**Supply network**

Scale bar: 20 um. Pins as bars on the die edge. Tap cells in gray.
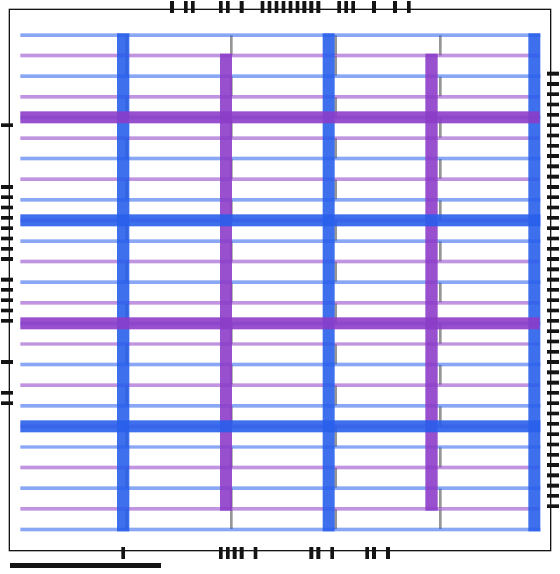
**Placed cells, one color a class**

Scale bar: 20 um.
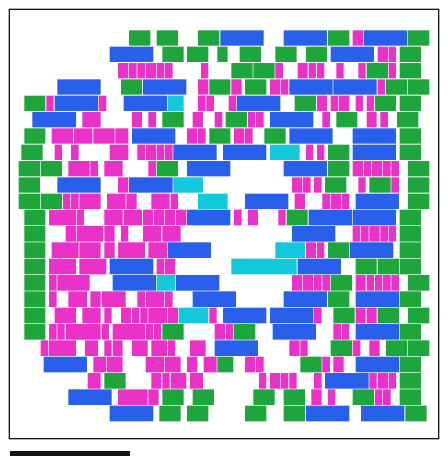
**Clock distribution**

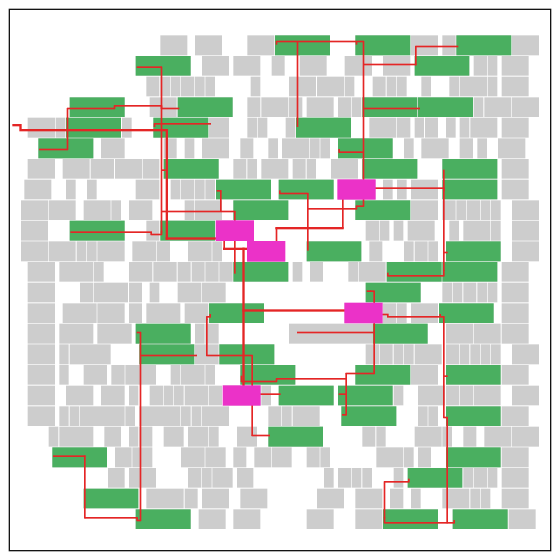
**Metal layers overlaid**

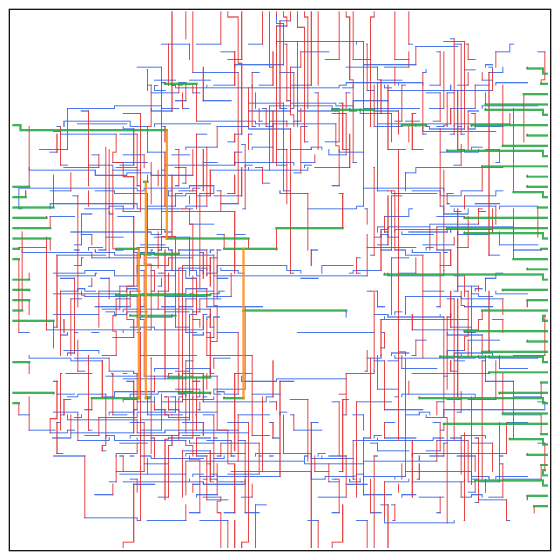
**Routing congestion map**

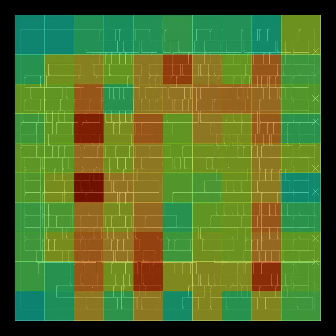
--- config.mk ---
export PLATFORM = sky130hd
export DESIGN_NAME = regfile_dump_flat
export DESIGN_NICKNAME = d
export VERILOG_FILES = /design/src/rtl/regfile_dump_pkg.sv /design/src/rtl/regfile_dump_if.sv /design/src/rtl/regfile_dump.sv /design/src/flat_wrapper.sv
export SDC_FILE = /design/constraint.sdc
export NUM_CORES = 1
export LEC_CHECK = 0
export CORE_UTILIZATION = 46
export DETAILED_ROUTE_END_ITERATION = 10
export PLACE_DENSITY = 0.89
export SLEW_MARGIN = 10
export SYNTH_ARGS = -nofsm -noshare
export SYNTH_HDL_FRONTEND = slang
export SYNTH_SLANG_ARGS = --single-unit
--- constraint.sdc ---
create_clock -name clk -period 4.8 [get_ports clk]
set_input_delay 0.96 -clock clk [delete_from_list [all_inputs] [get_ports clk]]
set_output_delay 0.96 -clock clk [all_outputs]
set_load 0.05 [all_outputs]
--- src/rtl/regfile_dump_pkg.sv ---
// Shared defaults and FSM state encoding for the regfile dump engine.
// RF_WIDTH/RF_DEPTH must match the register file they read from.
package regfile_dump_pkg;

    localparam int RF_WIDTH = 32;
    localparam int RF_DEPTH = 32;
    localparam int RF_AW    = $clog2(RF_DEPTH);

    typedef enum logic [1:0] {
        IDLE   = 2'd0,
        FETCH  = 2'd1,
        SEND   = 2'd2,
        FINISH = 2'd3
    } state_e;

endpackage

--- src/rtl/regfile_dump_if.sv ---
// Valid/ready stream of {index, value} pairs from the dump engine.
// master: valid/index/data out, ready in. slave: the reverse.
interface regfile_dump_if
    import regfile_dump_pkg::*;
#(
    parameter int AW    = RF_AW,
    parameter int WIDTH = RF_WIDTH
);

    logic             valid;
    logic             ready;
    logic [AW-1:0]    index;
    logic [WIDTH-1:0] data;

    modport master (output valid, index, data, input ready);
    modport slave  (input valid, index, data, output ready);

endinterface

--- src/rtl/regfile_dump.sv ---
// Walks first_reg..last_reg through a spare async regfile read port and
// streams {index, value} over out. Ports: clk, rst (sync, active-high),
// start/first_reg/last_reg/abort control, rd_addr/rd_data read port,
// out stream (master), busy/done/range_err status.
module regfile_dump
    import regfile_dump_pkg::*;
#(
    parameter int WIDTH = RF_WIDTH,
    parameter int DEPTH = RF_DEPTH,
    parameter int AW    = $clog2(DEPTH)
) (
    input  logic             clk,
    input  logic             rst,
    input  logic             start,
    input  logic [AW-1:0]    first_reg,
    input  logic [AW-1:0]    last_reg,
    input  logic             abort,
    output logic [AW-1:0]    rd_addr,
    input  logic [WIDTH-1:0] rd_data,
    regfile_dump_if.master   out,
    output logic             busy,
    output logic             done,
    output logic             range_err
);

    state_e           state_q, state_d;
    logic [AW-1:0]    addr_q, addr_d;
    logic [AW-1:0]    last_q, last_d;
    logic             valid_q, valid_d;
    logic [AW-1:0]    idx_q, idx_d;
    logic [WIDTH-1:0] data_q, data_d;
    logic             rerr_q, rerr_d;
    logic             hs;

    assign hs = valid_q && out.ready;

    always_comb begin
        state_d = state_q;
        addr_d  = addr_q;
        last_d  = last_q;
        valid_d = valid_q;
        idx_d   = idx_q;
        data_d  = data_q;
        rerr_d  = 1'b0;
        unique case (state_q)
            IDLE: begin
                if (start) begin
                    if (first_reg <= last_reg) begin
                        last_d  = last_reg;
                        addr_d  = first_reg;
                        state_d = FETCH;
                    end else begin
                        rerr_d = 1'b1;
                    end
                end
            end
            FETCH: begin
                if (abort) begin
                    state_d = IDLE;
                end else begin
                    data_d  = rd_data;
                    idx_d   = addr_q;
                    valid_d = 1'b1;
                    state_d = SEND;
                end
            end
            SEND: begin
                // A handshake coinciding with abort is still delivered;
                // both simply drop valid and leave.
                if (abort) begin
                    valid_d = 1'b0;
                    state_d = IDLE;
                end else if (hs) begin
                    valid_d = 1'b0;
                    // Compare before incrementing so last=DEPTH-1 never wraps.
                    if (addr_q == last_q) begin
                        state_d = FINISH;
                    end else begin
                        addr_d  = addr_q + AW'(1);
                        state_d = FETCH;
                    end
                end
            end
            FINISH: begin
                state_d = IDLE;
            end
            default: begin
                state_d = IDLE;
            end
        endcase
    end

    always_ff @(posedge clk) begin
        if (rst) begin
            state_q <= IDLE;
            addr_q  <= '0;
            last_q  <= '0;
            valid_q <= 1'b0;
            idx_q   <= '0;
            data_q  <= '0;
            rerr_q  <= 1'b0;
        end else begin
            state_q <= state_d;
            addr_q  <= addr_d;
            last_q  <= last_d;
            valid_q <= valid_d;
            idx_q   <= idx_d;
            data_q  <= data_d;
            rerr_q  <= rerr_d;
        end
    end

    // addr_q only moves on entry to FETCH, so it doubles as a held rd_addr.
    assign rd_addr   = addr_q;
    assign out.valid = valid_q;
    assign out.index = idx_q;
    assign out.data  = data_q;
    assign busy      = (state_q != IDLE);
    assign done      = (state_q == FINISH);
    assign range_err = rerr_q;

endmodule

--- src/flat_wrapper.sv ---
// flat-port wrapper written by rule: the top's interface ports become plain ports
module regfile_dump_flat import regfile_dump_pkg::*;
#(
    parameter int WIDTH = RF_WIDTH,
    parameter int DEPTH = RF_DEPTH,
    parameter int AW    = $clog2(DEPTH)
)
  (clk, rst, start, first_reg, last_reg, abort, rd_addr, rd_data, busy, done, range_err, out_valid, out_index, out_data, out_ready);
  regfile_dump_if #(.AW(AW), .WIDTH(WIDTH)) out_i ();
  input  logic clk;
  input  logic rst;
  input  logic start;
  input  logic [AW-1:0] first_reg;
  input  logic [AW-1:0] last_reg;
  input  logic abort;
  output logic [AW-1:0] rd_addr;
  input  logic [WIDTH-1:0] rd_data;
  output logic busy;
  output logic done;
  output logic range_err;
  output wire logic [$bits(out_i.valid)-1:0] out_valid;
  output wire logic [$bits(out_i.index)-1:0] out_index;
  output wire logic [$bits(out_i.data)-1:0] out_data;
  input wire logic [$bits(out_i.ready)-1:0] out_ready;
  assign out_valid = out_i.valid;
  assign out_index = out_i.index;
  assign out_data = out_i.data;
  assign out_i.ready = out_ready;
  regfile_dump #(.WIDTH(WIDTH), .DEPTH(DEPTH), .AW(AW)) u_core (.clk(clk), .rst(rst), .start(start), .first_reg(first_reg), .last_reg(last_reg), .abort(abort), .rd_addr(rd_addr), .rd_data(rd_data), .out(out_i), .busy(busy), .done(done), .range_err(range_err));
endmodule
==> results.sh <==
# flow metrics
export IMPL_synthXorXnorAreaFrac=0.0317
export IMPL_violations="design-rule violations"
export IMPL_largest_reg_flops=32
export IMPL_drc=11
export IMPL_netlist_instances=269
export IMPL_antenna_cells=0
export IMPL_dr_wl_met3_um=438
export IMPL_ff_count=51
export IMPL_yosysChipArea_sq_um=2210
export IMPL_logic_family="simple AND/OR/NAND/NOR gates"
export IMPL_nNonClkBuffers=93
export IMPL_slew_viol_final=0
export IMPL_ys_sh_simple=0.219
export IMPL_clk_pin_slew_ns=0.09
export IMPL_grt_first_pass_wirelength_mm=8.47
export IMPL_antenna_found_initial=0
export IMPL_status="finished, violations left"
export IMPL_p_total_w=0.000961
export IMPL_r2r_end="u_core.out.data[4]$_SDFFE_PP0P_"
export IMPL_timing_rr_start="u_core.state_q[0]$_SDFFE_PP0P_"
export IMPL_multiInputGateArea_sq_um=1060
export IMPL_p_leak_nw=1.14
export IMPL_whs_endpoint="u_core.out.data[2]$_SDFFE_PP0P_"
export IMPL_min_path_cells=2
export IMPL_met1_length_mm=2.21
export IMPL_yosysMostFrequentCell="nand2_1"
export IMPL_comb_cells=193
export IMPL_clk_share=0.0358
export IMPL_worstPathArrival_ns=1.84
export IMPL_edf_count=0
export IMPL_power_leader="sequential cells"
export IMPL_ff_type="dfxtp_1"
export IMPL_worst_path_max_fanout=9
export IMPL_post_cts_buffers=0
export IMPL_largestClassByArea="logic gates"
export IMPL_fmax_ghz=0.357
export IMPL_grt_max_degree=53
export IMPL_dp_cells=397
export IMPL_clkSinkCount=51
export IMPL_switchingPower_w=0.000273
export IMPL_firstDrtPassIters=7
export IMPL_drtAntennaViolNets=0
export IMPL_flop_area_sq_um=1020
export IMPL_tap_cells=52
export IMPL_reg2reg_slack_ns=2.74
export IMPL_mux_area_frac=0.0272
export IMPL_hold_viol=0
Back to the opening pictures, 'supply network':
blue -> VSS
purple -> VDD
rows = 24
met5 straps = 4
signal pins = 93
met4 straps = 5
core area: 4470 sq um
Max IR drop VDD: 0.163 mV
DIE HEIGHT: 71.3 um
die x size: 71.3 um

Back to the opening pictures, 'placed cells, one color a class':
magenta -> combinational and other logic  # cells 201
blue -> flops  # cells 51
cyan -> clock drivers and dummy loads  # cells 8
green -> other buffers and delay cells  # cells 93
post-route cell area: 3220 sq um
num rows: 24
fin util: 0.719
sequential cell area share: 0.318

Back to the opening pictures, 'clock distribution':
red -> clock wires  # length 511 um
magenta -> clock drivers  # count 5
green -> flip-flops  # count 51
routed clock nets = 6
Final Skew: 0.00890 ns
P_clk: 0.000295 W
Clk Latency, worst-skew pair: 0.30 ns
clock power share: 0.307

Back to the opening pictures, 'metal layers overlaid':
red -> metal 2  # wire length 2450 um
orange -> metal 4  # wire length 82.3 um
green -> metal 3  # wire length 439 um
blue -> metal 1  # wire length 2210 um
Total GRT Usage: 0.210
final WL: 5.18 mm
vias: 2090
routed len/inst: 12.8 um

Back to the opening pictures, 'routing congestion map':
met1 usage: 0.247
GR peak layer: met2
GR Layer Usage met3: 0.0520
GR Util met2: 0.375

Power figures rest on the tool's default switching activity, not on a simulated workload.
